Fig. 1: selected gate families
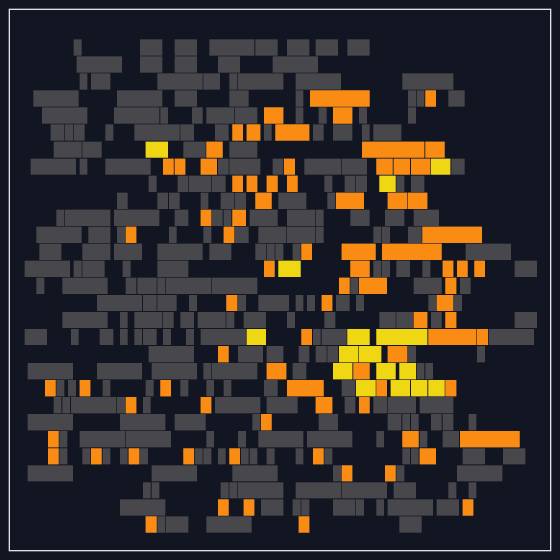
Fig. 2: wires at chosen ports, followed through buffers
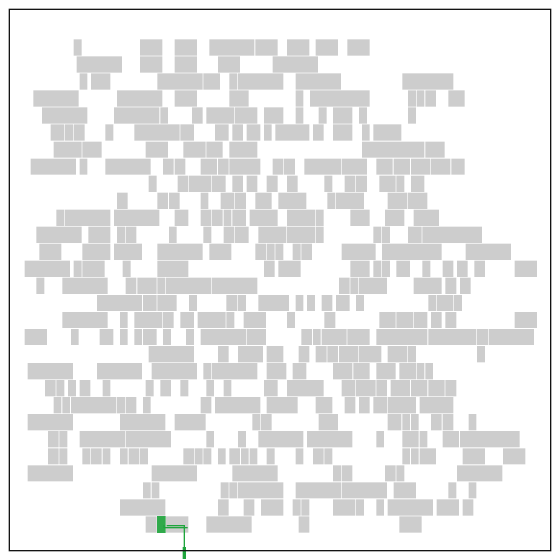
Fig. 3: clock distribution
Scale bar: 20 um.
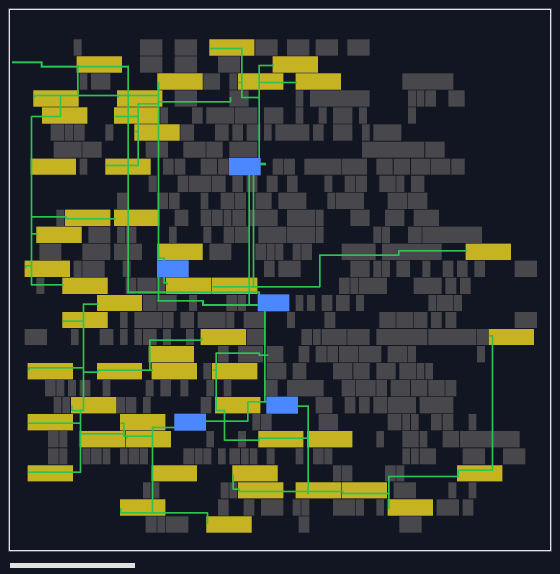
<file path="src/rtl/lm07_read_if.sv">
`default_nettype none
// +----------------------------------------------------------------------+
// | Module      : lm07_read_if                                           |
// | Description : 3-wire SPI bus between the LM07 reader and the sensor. |
// |               CS and SCK come from the master, SIO from the sensor.  |
// | Revision    : 1.0  initial release                                   |
// +----------------------------------------------------------------------+
interface lm07_read_if;
  logic CS;
  logic SCK;
  logic SIO;

  modport master (output CS, output SCK, input SIO);
  modport slave  (input CS, input SCK, output SIO);
endinterface
`default_nettype wire

</file>
<file path="src/rtl/lm07_read.sv">
`default_nettype none
// +----------------------------------------------------------------------+
// | Module      : lm07_read                                              |
// | Description : Reads 16-bit frames from an LM07 temperature sensor    |
// |               and shows the integer degrees on a 2-digit muxed       |
// |               7-segment display; raw temperature on a debug byte.    |
// | Revision    : 1.0  initial release                                   |
// +----------------------------------------------------------------------+
module lm07_read #(
  parameter int SCK_HALF     = 1,
  parameter int GAP_CYCLES   = 8,
  parameter int MUX_DIV_BITS = 4
) (
  input  wire logic       SYSCLK,
  input  wire logic       RSTN,      // active-high synchronous reset
  lm07_read_if.master     spi,
  output logic [1:0]      disp,
  output logic [7:0]      dataSeg,
  output logic [7:0]      dbugout
);

  localparam int HALF_W = (SCK_HALF > 1) ? $clog2(SCK_HALF) : 1;
  localparam int GAP_W  = (GAP_CYCLES > 1) ? $clog2(GAP_CYCLES) : 1;
  localparam logic [HALF_W-1:0] HALF_LAST = HALF_W'(SCK_HALF - 1);
  localparam logic [GAP_W-1:0]  GAP_LAST  = GAP_W'(GAP_CYCLES - 1);
  localparam logic [7:0]        SEG_MINUS = 8'h40;

  typedef enum logic [0:0] {
    ST_IDLE  = 1'b0,
    ST_SHIFT = 1'b1
  } state_t;

  state_t                  state_q, state_d;
  logic [GAP_W-1:0]        gap_q, gap_d;
  logic [HALF_W-1:0]       half_q, half_d;
  logic [4:0]              edge_q, edge_d;     // SCK toggles within a frame
  logic                    cs_q, cs_d;
  logic                    sck_q, sck_d;
  logic [15:0]             shift_q, shift_d;
  logic [8:0]              temp_q, temp_d;     // frame[15:7], two's complement
  logic [MUX_DIV_BITS-1:0] mux_q, mux_d;
  logic [1:0]              disp_q, disp_d;
  logic [7:0]              seg_q, seg_d;

  logic [6:0]              val;
  logic [7:0]              seg_units;
  logic [7:0]              seg_tens;

  function automatic logic [7:0] seg7(input logic [3:0] d);
    logic [7:0] s;
    case (d)
      4'd0:    s = 8'h3F;
      4'd1:    s = 8'h06;
      4'd2:    s = 8'h5B;
      4'd3:    s = 8'h4F;
      4'd4:    s = 8'h66;
      4'd5:    s = 8'h6D;
      4'd6:    s = 8'h7D;
      4'd7:    s = 8'h07;
      4'd8:    s = 8'h7F;
      4'd9:    s = 8'h6F;
      default: s = 8'h00;
    endcase
    return s;
  endfunction

  // Frame sequencer: gap timing, SCK generation, sampling and latch load.
  always_comb begin
    state_d = state_q;
    gap_d   = gap_q;
    half_d  = half_q;
    edge_d  = edge_q;
    cs_d    = cs_q;
    sck_d   = sck_q;
    shift_d = shift_q;
    temp_d  = temp_q;
    case (state_q)
      ST_IDLE: begin
        cs_d   = 1'b1;
        sck_d  = 1'b0;
        half_d = '0;
        edge_d = '0;
        if (gap_q == GAP_LAST) begin
          state_d = ST_SHIFT;
          cs_d    = 1'b0;
          gap_d   = '0;
        end else begin
          gap_d = gap_q + 1'b1;
        end
      end
      ST_SHIFT: begin
        cs_d = 1'b0;
        if (half_q == HALF_LAST) begin
          half_d = '0;
          sck_d  = ~sck_q;
          edge_d = edge_q + 5'd1;
          // SIO is stable here: the sensor only moves it on SCK falls.
          if (!sck_q) begin
            shift_d = {shift_q[14:0], spi.SIO};
          end
          // The 32nd toggle is the 16th falling edge: frame complete.
          if (sck_q && (edge_q == 5'd31)) begin
            state_d = ST_IDLE;
            cs_d    = 1'b1;
            sck_d   = 1'b0;
            temp_d  = shift_q[15:7];
          end
        end else begin
          half_d = half_q + 1'b1;
        end
      end
      default: begin
        state_d = ST_IDLE;
        cs_d    = 1'b1;
        sck_d   = 1'b0;
      end
    endcase
  end

  // Digit decode and multiplexing; uses the next latch value so the
  // display changes on the same edge as the latch.
  always_comb begin
    mux_d     = mux_q + 1'b1;
    val       = (temp_d[7:0] > 8'd99) ? 7'd99 : temp_d[6:0];
    seg_units = seg7(4'(val % 7'd10));
    seg_tens  = seg7(4'(val / 7'd10));
    if (temp_d[8]) begin
      seg_units = SEG_MINUS;
      seg_tens  = SEG_MINUS;
    end
    if (mux_q[MUX_DIV_BITS-1]) begin
      disp_d = 2'b10;
      seg_d  = seg_tens;
    end else begin
      disp_d = 2'b01;
      seg_d  = seg_units;
    end
  end

  // State register with synchronous reset.
  always_ff @(posedge SYSCLK) begin
    if (RSTN) begin
      state_q <= ST_IDLE;
      gap_q   <= '0;
      half_q  <= '0;
      edge_q  <= '0;
      cs_q    <= 1'b1;
      sck_q   <= 1'b0;
      shift_q <= '0;
      temp_q  <= '0;
      mux_q   <= '0;
      disp_q  <= 2'b00;
      seg_q   <= 8'h00;
    end else begin
      state_q <= state_d;
      gap_q   <= gap_d;
      half_q  <= half_d;
      edge_q  <= edge_d;
      cs_q    <= cs_d;
      sck_q   <= sck_d;
      shift_q <= shift_d;
      temp_q  <= temp_d;
      mux_q   <= mux_d;
      disp_q  <= disp_d;
      seg_q   <= seg_d;
    end
  end

  assign spi.CS  = cs_q;
  assign spi.SCK = sck_q;
  assign disp    = disp_q;
  assign dataSeg = seg_q;
  assign dbugout = temp_q[7:0];

endmodule
`default_nettype wire

</file>
<file path="src/flat_wrapper.sv">
// flat-port wrapper written by rule: the top's interface ports become plain ports
module lm07_read_flat 
#(
  parameter int SCK_HALF     = 1,
  parameter int GAP_CYCLES   = 8,
  parameter int MUX_DIV_BITS = 4
)
  (SYSCLK, RSTN, disp, dataSeg, dbugout, spi_CS, spi_SCK, spi_SIO);
  lm07_read_if spi_i ();
  input  wire logic SYSCLK;
  input  wire logic RSTN;
  output logic [1:0] disp;
  output logic [7:0] dataSeg;
  output logic [7:0] dbugout;
  output wire logic [$bits(spi_i.CS)-1:0] spi_CS;
  output wire logic [$bits(spi_i.SCK)-1:0] spi_SCK;
  input wire logic [$bits(spi_i.SIO)-1:0] spi_SIO;
  assign spi_CS = spi_i.CS;
  assign spi_SCK = spi_i.SCK;
  assign spi_i.SIO = spi_SIO;
  lm07_read #(.SCK_HALF(SCK_HALF), .GAP_CYCLES(GAP_CYCLES), .MUX_DIV_BITS(MUX_DIV_BITS)) u_core (.SYSCLK(SYSCLK), .RSTN(RSTN), .spi(spi_i), .disp(disp), .dataSeg(dataSeg), .dbugout(dbugout));
endmodule
</file>
<file path="config.mk">
export PLATFORM = sky130hd
export DESIGN_NAME = lm07_read_flat
export DESIGN_NICKNAME = d
export VERILOG_FILES = /design/src/rtl/lm07_read_if.sv /design/src/rtl/lm07_read.sv /design/src/flat_wrapper.sv
export SDC_FILE = /design/constraint.sdc
export NUM_CORES = 1
export LEC_CHECK = 0
export CAP_MARGIN = 0
export CORE_MARGIN = 2
export CORE_UTILIZATION = 45
export CTS_BUF_LIST = sky130_fd_sc_hd__clkbuf_4 sky130_fd_sc_hd__clkbuf_8 sky130_fd_sc_hd__clkbuf_16
export DETAILED_ROUTE_END_ITERATION = 16
export MAX_ROUTING_LAYER = met4
export PLACE_DENSITY = 0.63
export SKIP_LAST_GASP = 1
export SLEW_MARGIN = 0
export SYNTH_ARGS = -nofsm -noshare
export SYNTH_HDL_FRONTEND = slang
export SYNTH_SLANG_ARGS = --single-unit
</file>
<file path="constraint.sdc">
create_clock -name SYSCLK -period 13 [get_ports SYSCLK]
set_clock_uncertainty 0.05 [all_clocks]
set_input_delay 1.3 -clock SYSCLK [delete_from_list [all_inputs] [get_ports SYSCLK]]
set_output_delay 1.3 -clock SYSCLK [all_outputs]
set_load 0.01 [all_outputs]
</file>
==> qor.yml <==
status: "complete, no violations"
overflow: 0
critical_path_class: "register to register"
insertion_delay_ps: 310
gp_congestion: 0.8992
fin_crit_ps: 6743
fp.dieW_um: 86.22
drive_gt1_share_pct: 9.920
p_sw_uw: 62.72
r2r_end: "u_core.dataSeg[5]$_SDFF_PP0_"
syn2layout_area_growth_pct: 8.762
dp_hpwl_mm: 4.832
power.total_uw: 259.3
chip_area_sq_mm: 0.007433
warnings: 31
layout.cells.non_filler: 450
die_h_um: 86.22
yosys_most_used_dff: "dfxtp_1"
crit_family: "AND-OR/OR-AND gates"
clockPowerShare_pct: 36.2
h-tree-depth: 2
synthesis.area_sq_mm: 0.003042
slew_headroom_pct: 30.73
tightest_slew_ps: 1037
min_period_over_period_pct: 51.87
p_per_area_mw_per_mm2: 78.37
p_int_uw: 196.6
slew_viol_final: 0
place_area_sq_mm: 0.003218
dp_slack_ps: 6283
About Fig. 1:
Key: non-inverting ao/oa cells = yellow [cells 16]; aoi and oai cells = orange [cells 81]

About Fig. 2:
Key: spi_SIO = green [bits 1, direction input, edge bottom, end cells 1, buffers 1, wire 10.3 um]

About Fig. 3:
Key: clock drivers = blue [count 5]; clock wires = green [length 692 um]; flip-flops = yellow [count 49]
There are 6 routed clock nets.

==> how the worst max path moves through the flow <==
stage | to | slack, ps | cells past startpoint
detailed placement | u_core.dataSeg[5]$_SDFF_PP0_ | 6280 | 29
global placement | u_core.dataSeg[5]$_SDFF_PP0_ | 6500 | 29
finish | u_core.dataSeg[5]$_SDFF_PP0_ | 6260 | 29
global route | u_core.dataSeg[5]$_SDFF_PP0_ | 5710 | 29
floorplan | u_core.dataSeg[5]$_SDFF_PP0_ | 6690 | 32
CTS | u_core.dataSeg[5]$_SDFF_PP0_ | 6250 | 29
==> layout by cell type, fill, tap and decap left out, types with 4 or more instances in the layout <==
cell type	netlist	routed
o21ai_0	7	7
a21oi_1	40	40
clkdlybuf4s50_1	0	21
inv_1	11	11
dfxtp_1	49	49
ha_1	15	15
mux2i_1	7	7
nand2b_1	8	8
o21bai_1	4	4
nor2b_1	4	4
nor3_1	10	10
nand3_1	13	13
nor2_1	31	31
nand2_1	66	66
xnor2_1	4	4
clkbuf_8	0	5
==> cell families (layout without fill, tap and decap cells) <==
family	after synthesis	count (layout)	synth area share, %
AND/OR/NAND/NOR	152	152	23.37
XOR/XNOR	6	6	1.975
adder cells (fa/ha/maj)	15	15	6.170
buffers and inverters	39	43	6.170
multiplexers	10	10	3.908
AND-OR/OR-AND	97	97	26.04
flip-flops	49	49	32.25
other	1	1	0.1233
==> power by group through the flow <==
stage	Sequential, mW	Combinational [mW]	Clock (mW)
floorplan	0.158	0.00621	0
global placement	0.158	0.0110	0
detailed placement	0.158	0.0112	0
CTS	0.155	0.0112	0.0989
global route	0.155	0.0125	0.103
finish	0.155	0.0110	0.0938
==> per-layer routing <==
metal	GRT usage (%)	part of all wire [%]	up-vias
met1	26.32	48	1224
met4	6.108	1.8	0
met3	3.429	4.6	12
li1	-	-	1303
met5	-	0	-
met2	29.88	45	69
==> flip-flops by register name, indices dropped and copies added (netlist names) <==
name            cells
u_core.mux_q        4
u_core.disp         2
u_core.edge_q       5
u_core.shift_q     16
u_core.spi.SCK      1
u_core.gap_q        3
u_core.temp_q       9
u_core.spi.CS       1
u_core.state_q      1
u_core.dataSeg      7
==> cell type report <==
class	instances	area share [%]
Clock buffer	5	2.080
Clock inverter	3	0.6430
Inverter	13	1.513
Multi-Input combinational cell	281	56.62
Sequential cell	49	29.65
Tap cell	77	2.912
Timing Repair Buffer	22	6.581
==> cells in the mapped netlist, drive strengths merged, types with 3 or more instances <==
library cell | instances | share of area [%]
xnor2 | 5 | 1.7
nand2b | 8 | 1.6
o21bai | 4 | 0.99
nor2b | 4 | 0.82
buf | 15 | 3.2
nand3 | 14 | 2.5
dfxtp | 49 | 32
clkbuf | 11 | 1.4
nor3 | 10 | 1.6
o21a | 4 | 1.0
a21oi | 41 | 6.9
ha | 15 | 6.2
a2bb2oi | 3 | 2.0
nand2 | 66 | 8.1
and3 | 4 | 0.99
nor2 | 32 | 4.2
and2 | 3 | 0.62
a31oi | 4 | 1.3
o221ai | 4 | 1.7
o21ai | 9 | 1.6
inv | 12 | 1.5
mux2i | 8 | 3.0
Power is estimated from default activity; no workload was simulated.
